**Run 1: close-up of the layout**

Region (31, 12) to (61, 42) um. Cells in grey, sequential cells in the stronger grey; small squares are vias.
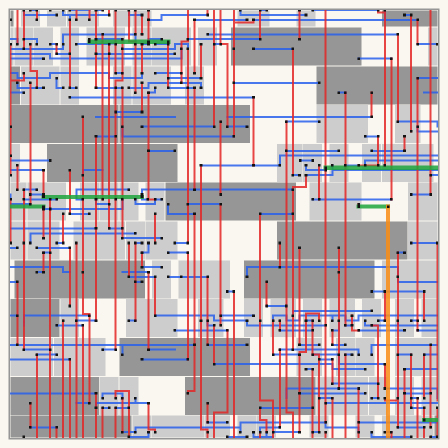
**Run 1: routed metal per tile**

Drawn at 4 px/um. The die is cut into 18 by 18 equal tiles; white is low, dark blue is high, scaled to the fullest tile. Values are wire area over tile area, all layers added.
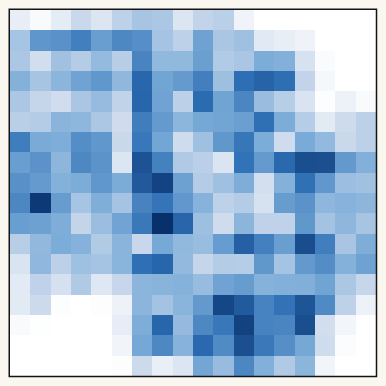
**Run 1: routing congestion map**

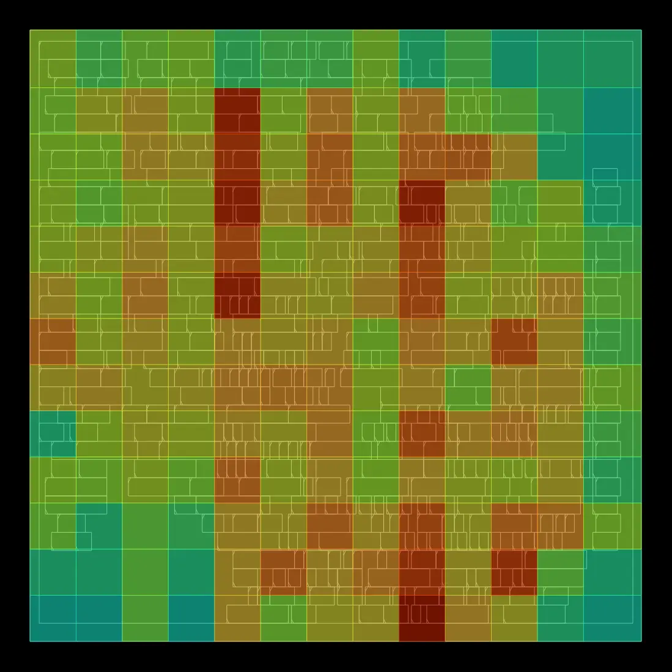
**Run 1: met4 routing**

Drawn at 4 px/um. Supply wires on this layer in grey.
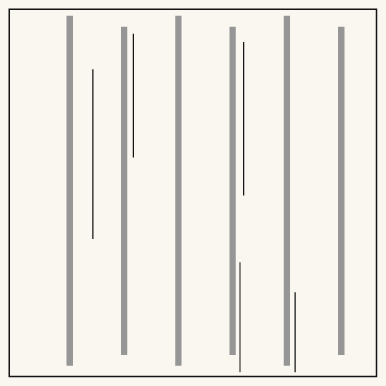
**config.mk**
```make
export PLATFORM = sky130hd
export DESIGN_NAME = regfile_seq
export DESIGN_NICKNAME = d
export VERILOG_FILES = /design/src/rtl/regfile_seq.sv
export SDC_FILE = /design/constraint.sdc
export NUM_CORES = 1
export LEC_CHECK = 0
export CAP_MARGIN = 10
export CORE_UTILIZATION = 51
export CTS_CLUSTER_SIZE = 28
export DETAILED_ROUTE_END_ITERATION = 10
export GPL_TIMING_DRIVEN = 1
export PLACE_DENSITY = 0.86
export SLEW_MARGIN = 0
export SYNTH_ARGS = -nofsm -noshare
export SYNTH_HDL_FRONTEND = slang
export SYNTH_SLANG_ARGS = --single-unit
export TNS_END_PERCENT = 10
```
**constraint.sdc**
```tcl
create_clock -name clk -period 6.07 [get_ports clk]
set_clock_uncertainty 0.15 [all_clocks]
set_input_delay 1.214 -clock clk [delete_from_list [all_inputs] [get_ports clk]]
set_output_delay 1.214 -clock clk [all_outputs]
set_load 0.01 [all_outputs]
```
**src/rtl/regfile_seq.sv**
```systemverilog
// Register-file sequencer: two reads time-multiplexed over one RAM read port, then an optional write strobe.
// Latency: 3 cycles without write, 4+WR_PULSE with write, accept edge to rsp_valid (REGFILE_SEQ_SKIP_X0_EN skips x0 reads).
// Backpressure: req_ready high only in IDLE; exactly one operation in flight.
module regfile_seq #(
   parameter int DATA_W   = 16,
   parameter int ADDR_W   = 5,
   parameter int WR_PULSE = 2
) (
   input  logic              clk,
   input  logic              rst,
   input  logic              req_valid,
   output logic              req_ready,
   input  logic [ADDR_W-1:0] rs1,
   input  logic [ADDR_W-1:0] rs2,
   input  logic [ADDR_W-1:0] rd,
   input  logic              wr_en,
   input  logic [DATA_W-1:0] wr_data,
   output logic              rsp_valid,
   output logic [DATA_W-1:0] rs1_data,
   output logic [DATA_W-1:0] rs2_data,
   output logic [ADDR_W-1:0] ram_read_addr,
   output logic [ADDR_W-1:0] ram_write_addr,
   output logic [DATA_W-1:0] ram_d_write,
   input  logic [DATA_W-1:0] ram_d_read,
   output logic              ram_nOE,
   output logic              ram_nWR
);

   typedef enum logic [2:0] {IDLE, RD1, RD2, WR, WR_REC, DONE} state_t;

   state_t            state, state_nxt;
   logic [ADDR_W-1:0] rs1_q, rs1_nxt, rs2_q, rs2_nxt, rd_q, rd_nxt;
   logic              we_q, we_nxt;
   logic [DATA_W-1:0] wdat_q, wdat_nxt;
   logic [3:0]        cnt, cnt_nxt;

   logic              req_ready_nxt, rsp_valid_nxt, ram_nOE_nxt, ram_nWR_nxt;
   logic [DATA_W-1:0] rs1_data_nxt, rs2_data_nxt, ram_d_write_nxt;
   logic [ADDR_W-1:0] ram_read_addr_nxt, ram_write_addr_nxt;

   // Operation fields as seen this cycle: live inputs on the accept edge, latched copies afterwards
   logic [ADDR_W-1:0] op_rs1, op_rs2, op_rd;
   logic              op_we;
   logic [DATA_W-1:0] op_wdat;

   always_comb begin
      state_nxt          = state;
      rs1_nxt            = rs1_q;
      rs2_nxt            = rs2_q;
      rd_nxt             = rd_q;
      we_nxt             = we_q;
      wdat_nxt           = wdat_q;
      cnt_nxt            = cnt;
      rs1_data_nxt       = rs1_data;
      rs2_data_nxt       = rs2_data;
      ram_read_addr_nxt  = ram_read_addr;
      ram_write_addr_nxt = ram_write_addr;
      ram_d_write_nxt    = ram_d_write;
      op_rs1             = rs1_q;
      op_rs2             = rs2_q;
      op_rd              = rd_q;
      op_we              = we_q;
      op_wdat            = wdat_q;

      case (state)
         IDLE: begin
            if (req_valid) begin
               op_rs1   = rs1;
               op_rs2   = rs2;
               op_rd    = rd;
               op_we    = wr_en & (rd != '0);
               op_wdat  = wr_data;
               rs1_nxt  = rs1;
               rs2_nxt  = rs2;
               rd_nxt   = rd;
               we_nxt   = op_we;
               wdat_nxt = wr_data;
`ifdef REGFILE_SEQ_SKIP_X0_EN
               if (rs1 == '0) begin
                  rs1_data_nxt = '0;
                  if (rs2 == '0) begin
                     rs2_data_nxt = '0;
                     state_nxt    = op_we ? WR : DONE;
                  end else begin
                     state_nxt = RD2;
                  end
               end else begin
                  state_nxt = RD1;
               end
`else
               state_nxt = RD1;
`endif
            end
         end
         RD1: begin
            rs1_data_nxt = (rs1_q == '0) ? '0 : ram_d_read;
`ifdef REGFILE_SEQ_SKIP_X0_EN
            if (rs2_q == '0) begin
               rs2_data_nxt = '0;
               state_nxt    = we_q ? WR : DONE;
            end else begin
               state_nxt = RD2;
            end
`else
            state_nxt = RD2;
`endif
         end
         RD2: begin
            rs2_data_nxt = (rs2_q == '0) ? '0 : ram_d_read;
            state_nxt    = we_q ? WR : DONE;
         end
         WR: begin
            if (cnt == 4'd0) state_nxt = WR_REC;
            else             cnt_nxt   = cnt - 4'd1;
         end
         WR_REC:  state_nxt = DONE;
         DONE:    state_nxt = IDLE;
         default: state_nxt = IDLE;
      endcase

      // Strobes are decoded from the next state so every output comes straight from a flop
      req_ready_nxt = (state_nxt == IDLE);
      rsp_valid_nxt = (state_nxt == DONE);
      ram_nOE_nxt   = !((state_nxt == RD1) || (state_nxt == RD2));
      ram_nWR_nxt   = (state_nxt != WR);
      if (state_nxt == RD1) ram_read_addr_nxt = op_rs1;
      if (state_nxt == RD2) ram_read_addr_nxt = op_rs2;
      if ((state_nxt == WR) && (state != WR)) begin
         ram_write_addr_nxt = op_rd;
         ram_d_write_nxt    = op_wdat;
         cnt_nxt            = 4'(WR_PULSE - 1);
      end
   end

   always_ff @(posedge clk or posedge rst) begin
      if (rst) begin
         state          <= IDLE;
         rs1_q          <= '0;
         rs2_q          <= '0;
         rd_q           <= '0;
         we_q           <= 1'b0;
         wdat_q         <= '0;
         cnt            <= 4'd0;
         req_ready      <= 1'b1;
         rsp_valid      <= 1'b0;
         rs1_data       <= '0;
         rs2_data       <= '0;
         ram_read_addr  <= '0;
         ram_write_addr <= '0;
         ram_d_write    <= '0;
         ram_nOE        <= 1'b1;
         ram_nWR        <= 1'b1;
      end else begin
         state          <= state_nxt;
         rs1_q          <= rs1_nxt;
         rs2_q          <= rs2_nxt;
         rd_q           <= rd_nxt;
         we_q           <= we_nxt;
         wdat_q         <= wdat_nxt;
         cnt            <= cnt_nxt;
         req_ready      <= req_ready_nxt;
         rsp_valid      <= rsp_valid_nxt;
         rs1_data       <= rs1_data_nxt;
         rs2_data       <= rs2_data_nxt;
         ram_read_addr  <= ram_read_addr_nxt;
         ram_write_addr <= ram_write_addr_nxt;
         ram_d_write    <= ram_d_write_nxt;
         ram_nOE        <= ram_nOE_nxt;
         ram_nWR        <= ram_nWR_nxt;
      end
   end

endmodule

```
==> Table 3: Implementation characteristics, run 1 <==
Characteristics after synthesis and place and route

Parameter                              Value

Global routing
  Number of global-route vias before repair    3,087
  Antenna violations before repair    0
  Pin count of the biggest net entering global routing    68
  GR Layer Usage met2    37.0%
  First-pass GRT wire length    14.8 mm
  Overall overflow remaining after global route    0
  Global routing usage on met1    29.7%

Route
  DRT iter0 DRCs    89
  Drt first pass iters    4
  Drt total wl    9.06 mm
  DR vias/cell    5.30
  Highest routing layer actually used    met4
  Post-route met1 wirelength    3.77 mm
  Overall via count from detail_route    3,037
  Wire length on met2    4.62 mm
  Antenna violation net count after detailed routing    0
  Final routed DRC violation total    0
  Met3 routed WL    509 um

STA
  Number of failing hold endpoints at the final stage    0
  Final cycle utilization of the critical path    51.2%
  Worst slew pin tran    1.14 ns
  Relative slew slack    23.5%
  Total negative setup slack    0 ns
  Peak clock frequency supported by timing    322 MHz
  Hold_ws    0.335 ns
  Setup violators final    0
  Final critical delay including setup and external delays    3.11 ns
  Worst-case setup margin in the final layout    2.96 ns
  Number of max-slew violations in the final report    0
  Unrepaired setup endpoints after global routing    no

Cells and area
  Antenna diode count    0
  Number of nets in the layout    519
  Final standard cell count with taps included and fillers excluded    573
  Final Instance Area    0.00551 mm^2
  Storage cell area    0.00253 mm^2
  Layout-stage area growth over the synthesis result    35.1%
  Filler cell count    550
  Area occupied by multi-input gates    0.00147 mm^2
  Layout cell share with drive strength beyond 1    14.9%

Logic synthesis
  Post-synthesis net count    415
  Sequential share of the synthesized area    62.0%
  Top cell types by occurrence after synthesis    sky130_fd_sc_hd__nand2_1, sky130_fd_sc_hd__dfrtp_1, sky130_fd_sc_hd__mux2_2
  Post-synthesis average cell area    11.3 um^2
  Post-Synthesis Cells    362
  Fa+ha+maj area frac    0.613%
  Most instantiated library cell after synthesis    sky130_fd_sc_hd__nand2_1
  Share of synthesized registers carrying an async set or reset    100%
  Main area contributors    sky130_fd_sc_hd__dfrtp_1, sky130_fd_sc_hd__mux2_2, sky130_fd_sc_hd__nand2_1, sky130_fd_sc_hd__o21ai_1, sky130_fd_sc_hd__dfstp_2
  Number of storage elements in the synthesis netlist    101
  Library cell occupying the most area in the post-synthesis netlist    sky130_fd_sc_hd__dfrtp_1
  Fraction of synthesized cell area in xor and xnor cells    0%
  Dominant register cell    sky130_fd_sc_hd__dfrtp_1
  Area of the mapped netlist    0.00408 mm^2
  Area fraction of the dominant cell type after synthesis    60.1%
  Syn. warnings    0
  Largest family of logic cells by area    simple AND/OR/NAND/NOR gates
  Mux cell area share after synthesis    12.5%
  Chip area line of the yosys report    0.00408 mm^2
  Count of unique library cells instantiated by Yosys    35
  Number of enable flip-flop cells    0
  Compound-gate portion of the synthesized area    7.24%
  Post-synthesis simple-gate area fraction    14.9%
  Yosys cell count    362

Clocking
  Clock-pin slew on the worst setup and hold paths    0.10 ns
  Clock tree root driver cell    sky130_fd_sc_hd__clkbuf_8
  Count of instances resized after the clock tree is built    0
  # hold bufs at CTS    0
  CTS tree    done
  CTS sink cnt    101
  H-tree depth    3
  Number of buffers inserted during clock tree synthesis    9
  Clk Latency, worst-skew pair    0.36 ns
  Number of setup buffers added after CTS    0
  Maximum number of buffers from clock root to sink    2

Placement
  Number of cells after detailed placement    557
  Post-placement cell area    0.00529 mm^2
  Post-detail-place hpwl    6.36 mm
  Last weighted congestion value of the routability-driven placer    0.761
  Pre-CTS worst setup slack    2.59 ns
  Count of buffers inserted at the top-level ports    112

Die
  Number of placement rows    32
  Die Size    0.00836 mm^2
  Boundary pin count    113
  Initial standard-cell utilization of the core    52.8%
  Area of the core    0.00773 mm^2
  Chip Width    91.4 um
  Y dimension of the die    91.4 um

Flow run
  Max-cap viol count    0
  Count of warning messages emitted by the tools    27

Critical path
  Highest fanout seen on the critical path    23
  Worst setup path category    in2reg
  Worst reg2reg setup slack    3.58 ns
  Data required, critical path    6.18 ns
  Worst setup EP type    flop
  Nature of the critical path startpoint    input pin
  Signal arrival time at the worst endpoint    3.21 ns

Pwr
  Leakage power    2.39 nW
  Total power divided by cell area    535 mW/mm^2
  Worst voltage drop across the vdd grid    0.274 mV
  Power, Total    2.95 mW

Hold path
  Worst hold-check path type    reg2reg

Outcome
  Run status    finished clean
Back to the opening pictures, 'close-up of the layout':
[metal 3] green
[metal 4] orange
[metal 2] red
[metal 1] blue
netlist names of flops here include: rs1_data (5), rs2_data (3), rs2_q (3)
cells with their middle in the window: 77
most frequent: nand2_1 (34), clkdlybuf4s50_1 (13), dfrtp_1 (13)
sequential cells in the window: 13

Back to the opening pictures, 'routed metal per tile':
tiles over half the peak: 34%
emptiest ninth of the die: lower left
mean over tiles: 0.17
fullest tile: 0.43
nearly empty tiles: 11%

Back to the opening pictures, 'routing congestion map':
core occupancy in the finished layout: 71.4%
average detailed-routed wire length per instance: 15.8 um
grt peak-use layer: met2
met3 Usage GRT: 4.94%
global routing usage summed across all routing layers: 22.8%

Back to the opening pictures, 'met4 routing':
nets with wire on the layer: 4
main direction: vertical
wire length on this layer: 158 um

==> run 1: logic make-up (layout without fill, tap and decap cells) <==
kind of cell	after synthesis	after routing
flip-flops	101	101
buffers and inverters	26	135
multiplexers	45	45
AND/OR/NAND/NOR	135	135
adder cells (fa/ha/maj)	2	2
AND-OR/OR-AND	53	53
==> run 1: registers in the layout, indices dropped and copies added (netlist names) <==
| signal | cells |
|---|---|
| ram_d_write | 16 |
| rs1_data | 16 |
| rs2_data | 16 |
| wdat_q | 16 |
| ram_read_addr | 5 |
| ram_write_addr | 5 |
| rd_q | 5 |
| rs1_q | 5 |
| rs2_q | 5 |
| cnt | 4 |
| state | 3 |
| ram_nOE | 1 |
| ram_nWR | 1 |
| req_ready | 1 |
| rsp_valid | 1 |
| we_q | 1 |
==> run 1: worst max-delay path, stage by stage <==
cell and delay (ns):
sky130_fd_sc_hd__clkdlybuf4s50_1 0.50, sky130_fd_sc_hd__or4b_1 0.80, sky130_fd_sc_hd__mux2_4 0.43, sky130_fd_sc_hd__mux2_2 0.27
==> run 1: cells in the final DEF (no fill, tap or decap), types with 2 or more instances in the layout <==
cell type,n
sky130_fd_sc_hd__or3b_2,2
sky130_fd_sc_hd__a31oi_1,5
sky130_fd_sc_hd__mux2i_1,2
sky130_fd_sc_hd__or4_1,4
sky130_fd_sc_hd__buf_4,3
sky130_fd_sc_hd__clkdlybuf4s50_1,112
sky130_fd_sc_hd__mux2_2,40
sky130_fd_sc_hd__clkinv_4,2
sky130_fd_sc_hd__ha_1,2
sky130_fd_sc_hd__dfrtp_1,98
sky130_fd_sc_hd__nor3_1,3
sky130_fd_sc_hd__inv_1,3
sky130_fd_sc_hd__dfstp_2,3
sky130_fd_sc_hd__nand2_1,106
sky130_fd_sc_hd__a21oi_1,5
sky130_fd_sc_hd__mux2_1,2
sky130_fd_sc_hd__a211oi_1,5
sky130_fd_sc_hd__nor2_1,5
sky130_fd_sc_hd__o21ai_1,27
sky130_fd_sc_hd__o21ai_0,8
sky130_fd_sc_hd__clkbuf_8,9
sky130_fd_sc_hd__bufinv_16,2
sky130_fd_sc_hd__inv_6,3
sky130_fd_sc_hd__nand2b_1,3
==> run 1: layout make-up <==
class / count / share of cell area [%]
Clock inverter: 7 / 1.88
Clock buffer: 9 / 2.25
Tap cell: 102 / 2.31
Inverter: 4 / 0.318
Multi-Input combinational cell: 235 / 26.6
Timing Repair Buffer: 115 / 20.7
Sequential cell: 101 / 45.9
==> run 1: power by group <==
part           internal (mW)  leakage (nW)  switching, mW
Sequential              1.01          1.23          0.193
Combinational          0.683          1.04          0.589
Clock                  0.238         0.115          0.237
==> run 1: final timing paths <==
| kind | startpoint | end | cells after the start |
|---|---|---|---|
| max in group asynchronous | rst | ram_nWR | 3 |
| setup reg to reg | state[2] | ram_write_addr[4] | 3 |
| setup / recovery | req_valid | ram_write_addr[4] | 4 |
| hold reg to reg | rs1_q[2] | rs1_q[2] | 2 |
| hold / removal | rs1_q[2] | rs1_q[2] | 2 |
| min in group asynchronous | rst | ram_d_write[2] | 2 |
## Run 2: what changed since run 1
- CORE_UTILIZATION: 51 -> 43
- PLACE_DENSITY: 0.86 -> 0.78
- clock period: 6.07 -> 2.6 ns (I/O delays scaled with it)
==> run 2 against run 1 <==
Against the previous run: global-route usage fell by 3.7 points; clock power is 100% higher; combinational power is 140% higher; count of clock-buffer cells in the layout grew 1; wire length is 1.3% lower; synthesized cell count did not move; largest power group unchanged; synthesized area stayed put; critical path type is now reg2reg; critical endpoint is now ram_d_write[2].
==> Table 3: Implementation characteristics, run 2 <==
Characteristics after synthesis and place and route

Parameter                              Value

Route
  Drt total wl    8.94 mm (-1.3%)
  DRT iter0 DRCs    166 (+87%)
  Final routed DRC violation total    0 (unchanged)
  DR vias/cell    5.09 (-3.9%)
  Antenna violation net count after detailed routing    0 (unchanged)
  Drt first pass iters    4 (unchanged)

Cells and area
  Antenna diode count    0 (unchanged)
  Number of nets in the layout    525 (+1.2%)
  Layout-stage area growth over the synthesis result    36.2%
  Most frequent logic cell in the layout    sky130_fd_sc_hd__clkdlybuf4s50_1
  Top logic cells by instance count in the layout    sky130_fd_sc_hd__clkdlybuf4s50_1, sky130_fd_sc_hd__nand2_1, sky130_fd_sc_hd__dfrtp_1, sky130_fd_sc_hd__mux2_2, sky130_fd_sc_hd__o21ai_1
  Layout cell share with drive strength beyond 1    15.7% (+0.86 points)
  Final Instance Area    0.00556 mm^2 (+0.77%)
  Filler cell count    757 (+38%)

STA
  Relative slew slack    43.6% (+20 points)
  Setup violators final    0 (unchanged)
  Final critical delay including setup and external delays    2.10 ns
  Number of failing hold endpoints at the final stage    0 (unchanged)
  Worst slew pin tran    0.846 ns (-0.297 ns)
  Unrepaired setup endpoints after global routing    no
  Peak clock frequency supported by timing    476 MHz
  Total negative setup slack    0 ns (unchanged)
  Number of max-slew violations in the final report    0 (unchanged)
  Final cycle utilization of the critical path    80.8%

Clocking
  Clock tree root driver cell    sky130_fd_sc_hd__clkbuf_8
  CTS tree    done
  Count of instances resized after the clock tree is built    0 (unchanged)
  Maximum number of buffers from clock root to sink    2 (unchanged)
  Clk Latency, worst-skew pair    0.37 ns (about the same)
  # hold bufs at CTS    0 (unchanged)
  Clock-pin slew on the worst setup and hold paths    0.10 ns (about the same)
  Number of setup buffers added after CTS    0 (unchanged)
  H-tree depth    3 (unchanged)
  Number of buffers inserted during clock tree synthesis    9 (unchanged)
  CTS sink cnt    101 (unchanged)

Placement
  Count of buffers inserted at the top-level ports    112 (unchanged)
  Post-detail-place hpwl    6.11 mm (-4.0%)
  Last weighted congestion value of the routability-driven placer    0.752 (-1.2%)
  Post-placement cell area    0.00537 mm^2 (+1.6%)

Global routing
  Overall overflow remaining after global route    0 (unchanged)
  Pin count of the biggest net entering global routing    102 (+50%)
  First-pass GRT wire length    14.7 mm (-0.51%)
  Number of global-route vias before repair    3,042 (-1.5%)
  Antenna violations before repair    0 (unchanged)

Die
  Number of placement rows    35 (+9.4%)
  Chip Width    99.4 um (+8.7%)
  Boundary pin count    113 (unchanged)
  Y dimension of the die    99.4 um (+8.7%)
  Die Size    0.00988 mm^2 (+18%)
  Initial standard-cell utilization of the core    44.4% (-8.4 points)
  Area of the core    0.00920 mm^2 (+19%)

Logic synthesis
  Top cell types by occurrence after synthesis    sky130_fd_sc_hd__nand2_1, sky130_fd_sc_hd__dfrtp_1, sky130_fd_sc_hd__mux2_2
  Main area contributors    sky130_fd_sc_hd__dfrtp_1, sky130_fd_sc_hd__mux2_2, sky130_fd_sc_hd__nand2_1, sky130_fd_sc_hd__o21ai_1, sky130_fd_sc_hd__dfstp_2
  Yosys cell count    362 (unchanged)
  Share of synthesized registers carrying an async set or reset    100% (unchanged)
  Most instantiated library cell after synthesis    sky130_fd_sc_hd__nand2_1
  Library cell occupying the most area in the post-synthesis netlist    sky130_fd_sc_hd__dfrtp_1
  Area fraction of the dominant cell type after synthesis    60.1% (unchanged)
  Chip area line of the yosys report    0.00408 mm^2 (unchanged)
  Post-synthesis average cell area    11.3 um^2 (unchanged)
  Number of storage elements in the synthesis netlist    101 (unchanged)
  Area of the mapped netlist    0.00408 mm^2 (unchanged)
  Post-Synthesis Cells    362 (unchanged)
  Sequential share of the synthesized area    62.0% (unchanged)
  Post-synthesis net count    415 (unchanged)
  Dominant register cell    sky130_fd_sc_hd__dfrtp_1
  Number of enable flip-flop cells    0 (unchanged)
  Count of unique library cells instantiated by Yosys    35 (unchanged)
  Syn. warnings    0 (unchanged)

Pwr
  Leakage power    2.40 nW (+0.71%)
  Worst voltage drop across the vdd grid    0.567 mV (+110%)
  Total power divided by cell area    1220 mW/mm^2 (+130%)

Hold path
  Hold Path Origin    rs1_q[4]
  Worst hold-check path type    reg2reg

Outcome
  Run status    finished clean

Critical path
  Dominant delay contributor by cell family on the critical path    multiplexers
  Worst reg2reg setup slack    0.50 ns (-3.08 ns)
  Cell at the slowest stage of the critical path    sky130_fd_sc_hd__dfrtp_1
  Worst setup path startpoint    state[1]
  Data required, critical path    2.69 ns (-3.49 ns)
  Worst stage delay on the critical path    0.57 ns (-0.23 ns)
  Cells along the critical path    nor4b_4, buf_12, mux2_2, mux2_1
  Worst setup path category    reg2reg
  Signal arrival time at the worst endpoint    2.20 ns (-1.01 ns)
  Bufs and invs on worst path    1 (unchanged)
  Highest fanout seen on the critical path    31 (+35%)
  Nature of the critical path startpoint    flop
  Reg-to-Reg Start    state[1]
  Worst setup EP type    flop

Flow run
  Max-cap viol count    0 (unchanged)
  Count of warning messages emitted by the tools    29 (+7.4%)
## run 2: final timing paths
path                             endpoint  cells after the start
min                              rs1_q[4]                      2
max                        ram_d_write[2]                      4
max reg2reg                ram_d_write[2]                      4
min reg2reg                      rs1_q[4]                      2
max in group asynchronous       req_ready                      3
min in group asynchronous     rs1_data[5]                      3
## run 2: report_power, final
group | internal (mW) | switching (mW)
logic | 1.65 | 1.38
clock network | 0.380 | 0.582
registers | 2.36 | 0.449
## run 2: cell type report
type	instances	area (um^2)	share of cell area, %
clock buffer	10	128	2.30
timing repair buffer	121	1210	21.8
inverter	4	18.8	0.338
tap	111	139	2.50
sequential	101	2530	45.6
clock inverter	6	60.1	1.08
multi-input combinational	235	1470	26.4
## run 2: worst register-to-register path, stage by stage (launching register included)
cell and delay [ns]:
sky130_fd_sc_hd__dfrtp_1 0.57, sky130_fd_sc_hd__nor4b_4 0.38, sky130_fd_sc_hd__buf_12 0.23, sky130_fd_sc_hd__mux2_2 0.38, sky130_fd_sc_hd__mux2_1 0.28
## run 2: per-layer routing
metal	GRT usage [%]	routed length (um)
met1	24.7	3810
met2	30.5	4340
met3	7.24	736
met4	4.75	46
met5	0	0
## run 2: stage by stage
stage                     util, %  hold WS, ns  total power [mW]  std cells  setup slack (ns)
after floorplan                 -        0.287              4.39        362             0.621
after global placement       58.4        0.306              5.75        572             0.163
after detailed placement     58.4        0.312              5.89        572             0.138
after CTS                    60.4        0.337              6.88        588             0.483
after global routing         60.4        0.359              7.27        588             0.437
final                        60.4        0.330              6.80        588             0.500
## run 2: kinds of logic (layout without fill, tap and decap cells)
logic type | Yosys count | in the layout | synth area share [%]
simple gates | 135 | 135 | 14.9
fa+ha+maj | 2 | 2 | 0.613
mux | 45 | 45 | 12.4
compound gates | 53 | 53 | 7.24
flops | 101 | 101 | 62.0
buf+inv | 26 | 141 | 2.76
**Run 2: routed clock nets over the placement**

Drawn at 4 px/um.
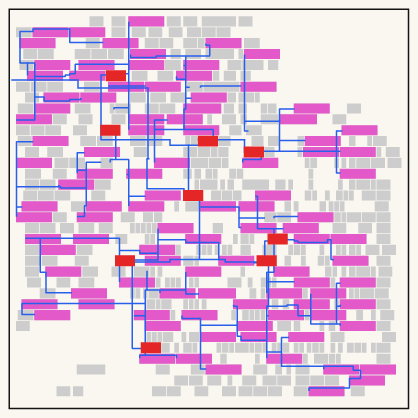
[clock drivers] red | count: 9
[flip-flops] magenta | count: 101
[clock wires] blue | length: 1,100 um
flops lie: widely spread

**Run 2: routing congestion map**

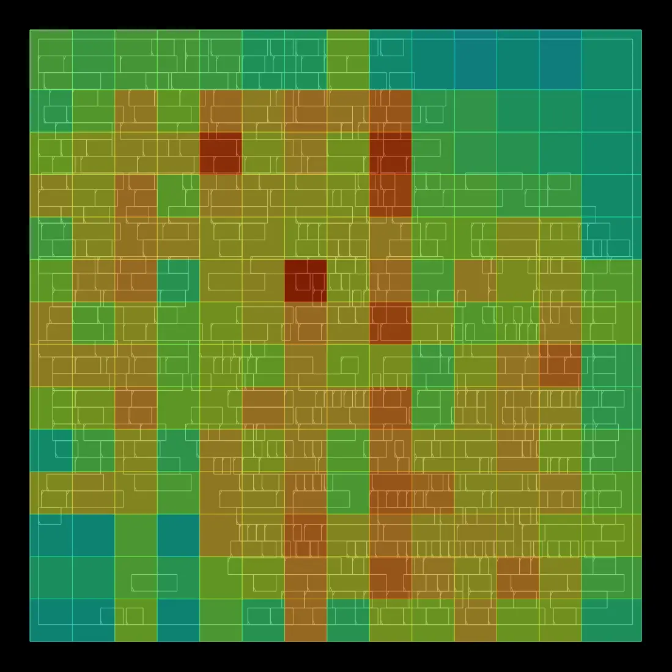
met3 Usage GRT: 7.24%
global routing usage summed across all routing layers: 19.1%
GR Layer Usage met2: 30.5%

**Run 2: routed metal per tile**

Drawn at 4 px/um. The die is cut into 20 by 20 equal tiles; white is low, dark blue is high, scaled to the fullest tile. Values are wire area over tile area, all layers added.
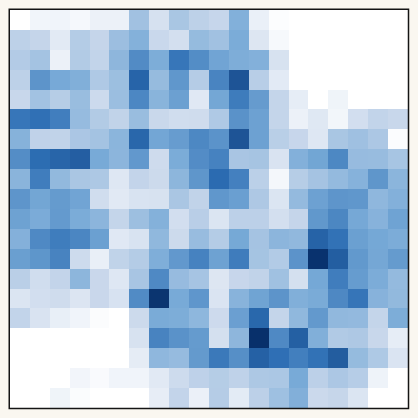
fullest tile: 0.42
nearly empty tiles: 14%
tiles over half the peak: 27%
overall via count from detail_route: 2,994
average detailed-routed wire length per instance: 15.2 um

## Run 3: what changed since run 2
- CORE_UTILIZATION: 43 -> 48
- PLACE_DENSITY: 0.78 -> 0.82
- clock period: 2.6 -> 2.1 ns (I/O delays scaled with it)
==> run 3 against run 2 <==
Against the previous run: die area down 10%; total power up 26%; sequential share of layout area down 0.76 points; synthesized area unchanged; wire length down 1.2%; global-route usage up 2.2 points; hold slack better by 0.012 ns; first-iteration DRC count down 42%; sequential power up 22%; worst setup slack worse by 0.39 ns; combinational power up 28%; register-to-register slack worse by 0.34 ns; largest power group unchanged; highest routed layer unchanged.
==> Table 3: Implementation characteristics, run 3 <==
Characteristics after synthesis and place and route

Parameter                              Value

STA
  Number of failing hold endpoints at the final stage    0 (unchanged)
  Final cycle utilization of the critical path    94.9%
  Relative slew slack    73.6% (+30 points)
  Worst slew pin tran    0.396 ns (-0.450 ns)
  Setup violators final    0 (unchanged)
  Unrepaired setup endpoints after global routing    no
  Total negative setup slack    0 ns (unchanged)
  Final critical delay including setup and external delays    1.99 ns
  Peak clock frequency supported by timing    502 MHz
  Number of max-slew violations in the final report    0 (unchanged)

Clocking
  # hold bufs at CTS    0 (unchanged)
  H-tree depth    3 (unchanged)
  Clk Latency, worst-skew pair    0.36 ns (about the same)
  CTS tree    done
  Clock tree root driver cell    sky130_fd_sc_hd__clkbuf_8
  Number of buffers inserted during clock tree synthesis    9 (unchanged)
  Number of setup buffers added after CTS    0 (unchanged)
  Clock-pin slew on the worst setup and hold paths    0.10 ns (about the same)
  CTS sink cnt    101 (unchanged)
  Maximum number of buffers from clock root to sink    2 (unchanged)
  Count of instances resized after the clock tree is built    0 (unchanged)

Die
  Boundary pin count    113 (unchanged)
  Initial standard-cell utilization of the core    49.7% (+5.3 points)
  Y dimension of the die    94.2 um (-5.2%)
  Die Size    0.00887 mm^2 (-10%)
  Area of the core    0.00822 mm^2 (-11%)
  Chip Width    94.2 um (-5.2%)
  Number of placement rows    33 (-5.7%)

Route
  Overall via count from detail_route    3,053 (+2.0%)
  DR vias/cell    5.17 (+1.6%)
  DRT iter0 DRCs    96 (-42%)
  Antenna violation net count after detailed routing    0 (unchanged)
  Drt total wl    8.83 mm (-1.2%)
  Drt first pass iters    4 (unchanged)
  Average detailed-routed wire length per instance    15.0 um (-1.6%)
  Final routed DRC violation total    0 (unchanged)

Critical path
  Reg-to-Reg Start    state[2]
  Worst setup path category    reg2out
  Cells along the critical path    clkdlybuf4s50_1
  Nature of the critical path startpoint    flop
  Worst setup EP type    primary output
  Path depth of the worst reg2reg path    4 (unchanged)
  Dominant delay contributor by cell family on the critical path    buffers and inverters
  Data required, critical path    1.53 ns (-1.16 ns)
  Cell at the slowest stage of the critical path    sky130_fd_sc_hd__clkdlybuf4s50_1
  Worst reg2reg setup slack    0.16 ns (-0.34 ns)
  Worst setup path startpoint    req_ready
  Critical R2R Capture    ram_d_write[7]
  Highest fanout seen on the critical path    1 (-97%)
  Signal arrival time at the worst endpoint    1.42 ns (-0.78 ns)
  Worst stage delay on the critical path    0.55 ns (-0.02 ns)
  Bufs and invs on worst path    1 (unchanged)

Logic synthesis
  Most instantiated library cell after synthesis    sky130_fd_sc_hd__nand2_1
  Count of unique library cells instantiated by Yosys    35 (unchanged)
  Area fraction of the dominant cell type after synthesis    60.1% (unchanged)
  Post-synthesis net count    415 (unchanged)
  Number of enable flip-flop cells    0 (unchanged)
  Sequential share of the synthesized area    62.0% (unchanged)
  Dominant register cell    sky130_fd_sc_hd__dfrtp_1
  Library cell occupying the most area in the post-synthesis netlist    sky130_fd_sc_hd__dfrtp_1
  Yosys cell count    362 (unchanged)
  Post-synthesis average cell area    11.3 um^2 (unchanged)
  Top cell types by occurrence after synthesis    sky130_fd_sc_hd__nand2_1, sky130_fd_sc_hd__dfrtp_1, sky130_fd_sc_hd__mux2_2
  Share of synthesized registers carrying an async set or reset    100% (unchanged)
  Chip area line of the yosys report    0.00408 mm^2 (unchanged)
  Syn. warnings    0 (unchanged)
  Post-Synthesis Cells    362 (unchanged)
  Main area contributors    sky130_fd_sc_hd__dfrtp_1, sky130_fd_sc_hd__mux2_2, sky130_fd_sc_hd__nand2_1, sky130_fd_sc_hd__o21ai_1, sky130_fd_sc_hd__dfstp_2
  Number of storage elements in the synthesis netlist    101 (unchanged)
  Area of the mapped netlist    0.00408 mm^2 (unchanged)

Global routing
  Number of global-route vias before repair    3,078 (+1.2%)
  First-pass GRT wire length    14.6 mm (-0.89%)
  Grt peak-use layer    met2
  Antenna violations before repair    0 (unchanged)
  Pin count of the biggest net entering global routing    59 (-42%)
  Overall overflow remaining after global route    0 (unchanged)
  GR Layer Usage met2    34.9% (+4.4 points)

Cells and area
  Layout cell share with drive strength beyond 1    17.3% (+1.6 points)
  Number of nets in the layout    533 (+1.5%)
  Core occupancy in the finished layout    68.8% (+8.3 points)
  Top logic cells by instance count in the layout    sky130_fd_sc_hd__clkdlybuf4s50_1, sky130_fd_sc_hd__nand2_1, sky130_fd_sc_hd__dfrtp_1, sky130_fd_sc_hd__mux2_2, sky130_fd_sc_hd__o21ai_1
  Antenna diode count    0 (unchanged)
  Layout-stage area growth over the synthesis result    38.5%

Pwr
  Leakage power    2.45 nW (+2.1%)
  Total power divided by cell area    1520 mW/mm^2 (+24%)
  Worst voltage drop across the vdd grid    0.780 mV (+38%)

Outcome
  Run status    finished clean

Placement
  Post-detail-place hpwl    6.32 mm (+3.5%)
  Last weighted congestion value of the routability-driven placer    0.763 (+1.5%)
  Count of buffers inserted at the top-level ports    112 (unchanged)

Flow run
  Max-cap viol count    0 (unchanged)
  Count of warning messages emitted by the tools    27 (-6.9%)

Hold path
  Worst hold-check path type    in2async
[run 3: cell type report]
class	instances	area [um^2]
Fill cell	605	2570
Sequential cell	101	2530
Multi-Input combinational cell	235	1460
Timing Repair Buffer	129	1300
Clock buffer	11	151
Tap cell	105	131
Clock inverter	5	58.8
Inverter	4	18.8
[run 3: how the worst max path moves through the flow]
stage,depth (start not counted),end
finish,1,req_ready
global route,1,req_ready
CTS,1,req_ready
detailed placement,5,ram_d_write[7]
global placement,5,ram_d_write[9]
floorplan,4,ram_d_write[2]
[run 3: kinds of logic after synthesis]
logic type | after synthesis | synth area share (%)
buffers and inverters | 26 | 2.76
DFF | 101 | 62.0
adders and majority gates | 2 | 0.613
AOI/OAI and AO/OA | 53 | 7.24
and+or+nand+nor | 135 | 14.9
muxes | 45 | 12.4
[run 3: where the power goes]
| part | internal (mW) | switching (mW) |
|---|---|---|
| sequential | 2.92 | 0.509 |
| clock | 0.616 | 0.634 |
| combinational | 2.13 | 1.76 |
[run 3: per-layer routing]
layer | share of wire [%] | wire length (um) | vias up
met5 | 0 | 0 | -
met4 | 1.4 | 124 | 0
met3 | 6.2 | 546 | 10
met2 | 49 | 4350 | 92
met1 | 43 | 3810 | 1497
li1 | - | - | 1454
[run 3: stage by stage]
stage                     power (mW)  cells  cell area [um^2]  setup slack, ns  hold slack [ns]
after floorplan                 5.43    362              4080            0.155            0.287
final                           8.57    590              5650            0.107            0.341
after global placement          7.19    574              5440           -0.183            0.306
after global routing            9.17    590              5650           0.0548            0.364
after CTS                       8.66    590              5650           0.0844            0.346
after detailed placement        7.38    574              5440           -0.220            0.323
**Run 3: routing congestion map**

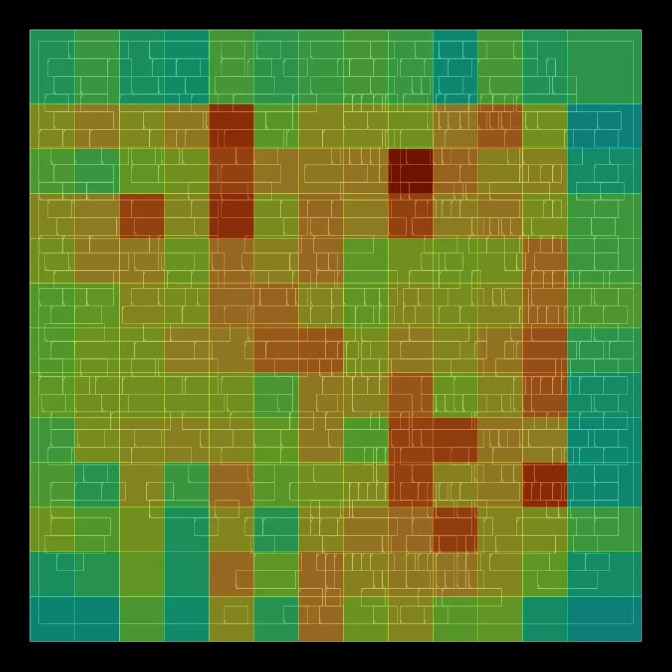
global routing usage summed across all routing layers: 21.3%
met3 Usage GRT: 4.29%
global routing usage on met1: 27.8%

**Run 3: routed metal per tile**

Drawn at 4 px/um. The die is cut into 19 by 19 equal tiles; white is low, dark blue is high, scaled to the fullest tile. Values are wire area over tile area, all layers added.
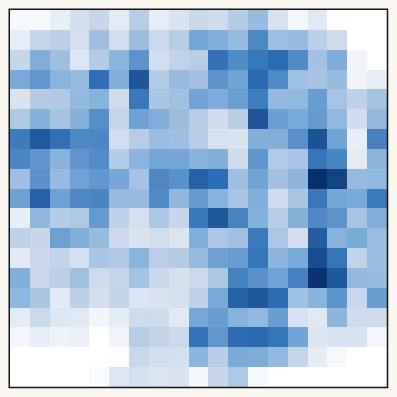
tiles over half the peak: 28%
nearly empty tiles: 6.9%
emptiest ninth of the die: lower left

**Run 3: selected gate families**

Drawn at 6 px/um.
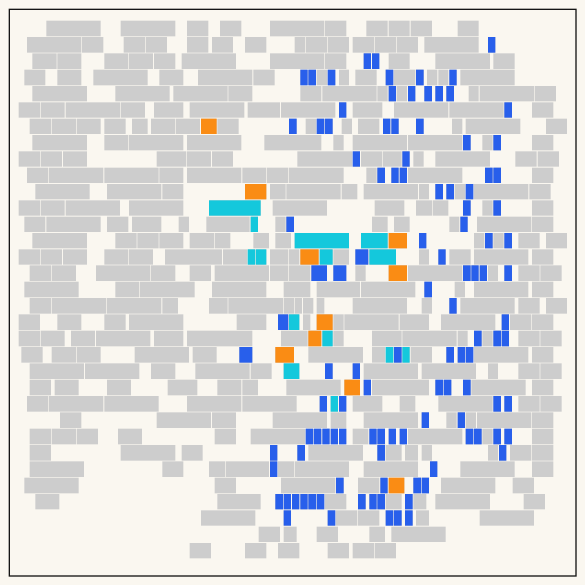
[and/or cells] orange | cells: 10 | most used: or4_1 | where: centre
[nor cells] cyan | cells: 14 | most used: nor2_1 | where: centre
[nand cells] blue | cells: 111 | most used: nand2_1
final standard cell count with taps included and fillers excluded: 590
Comb area share: 25.8%
most frequent logic cell in the layout: sky130_fd_sc_hd__clkdlybuf4s50_1

Power and IR drop assume default switching activity.
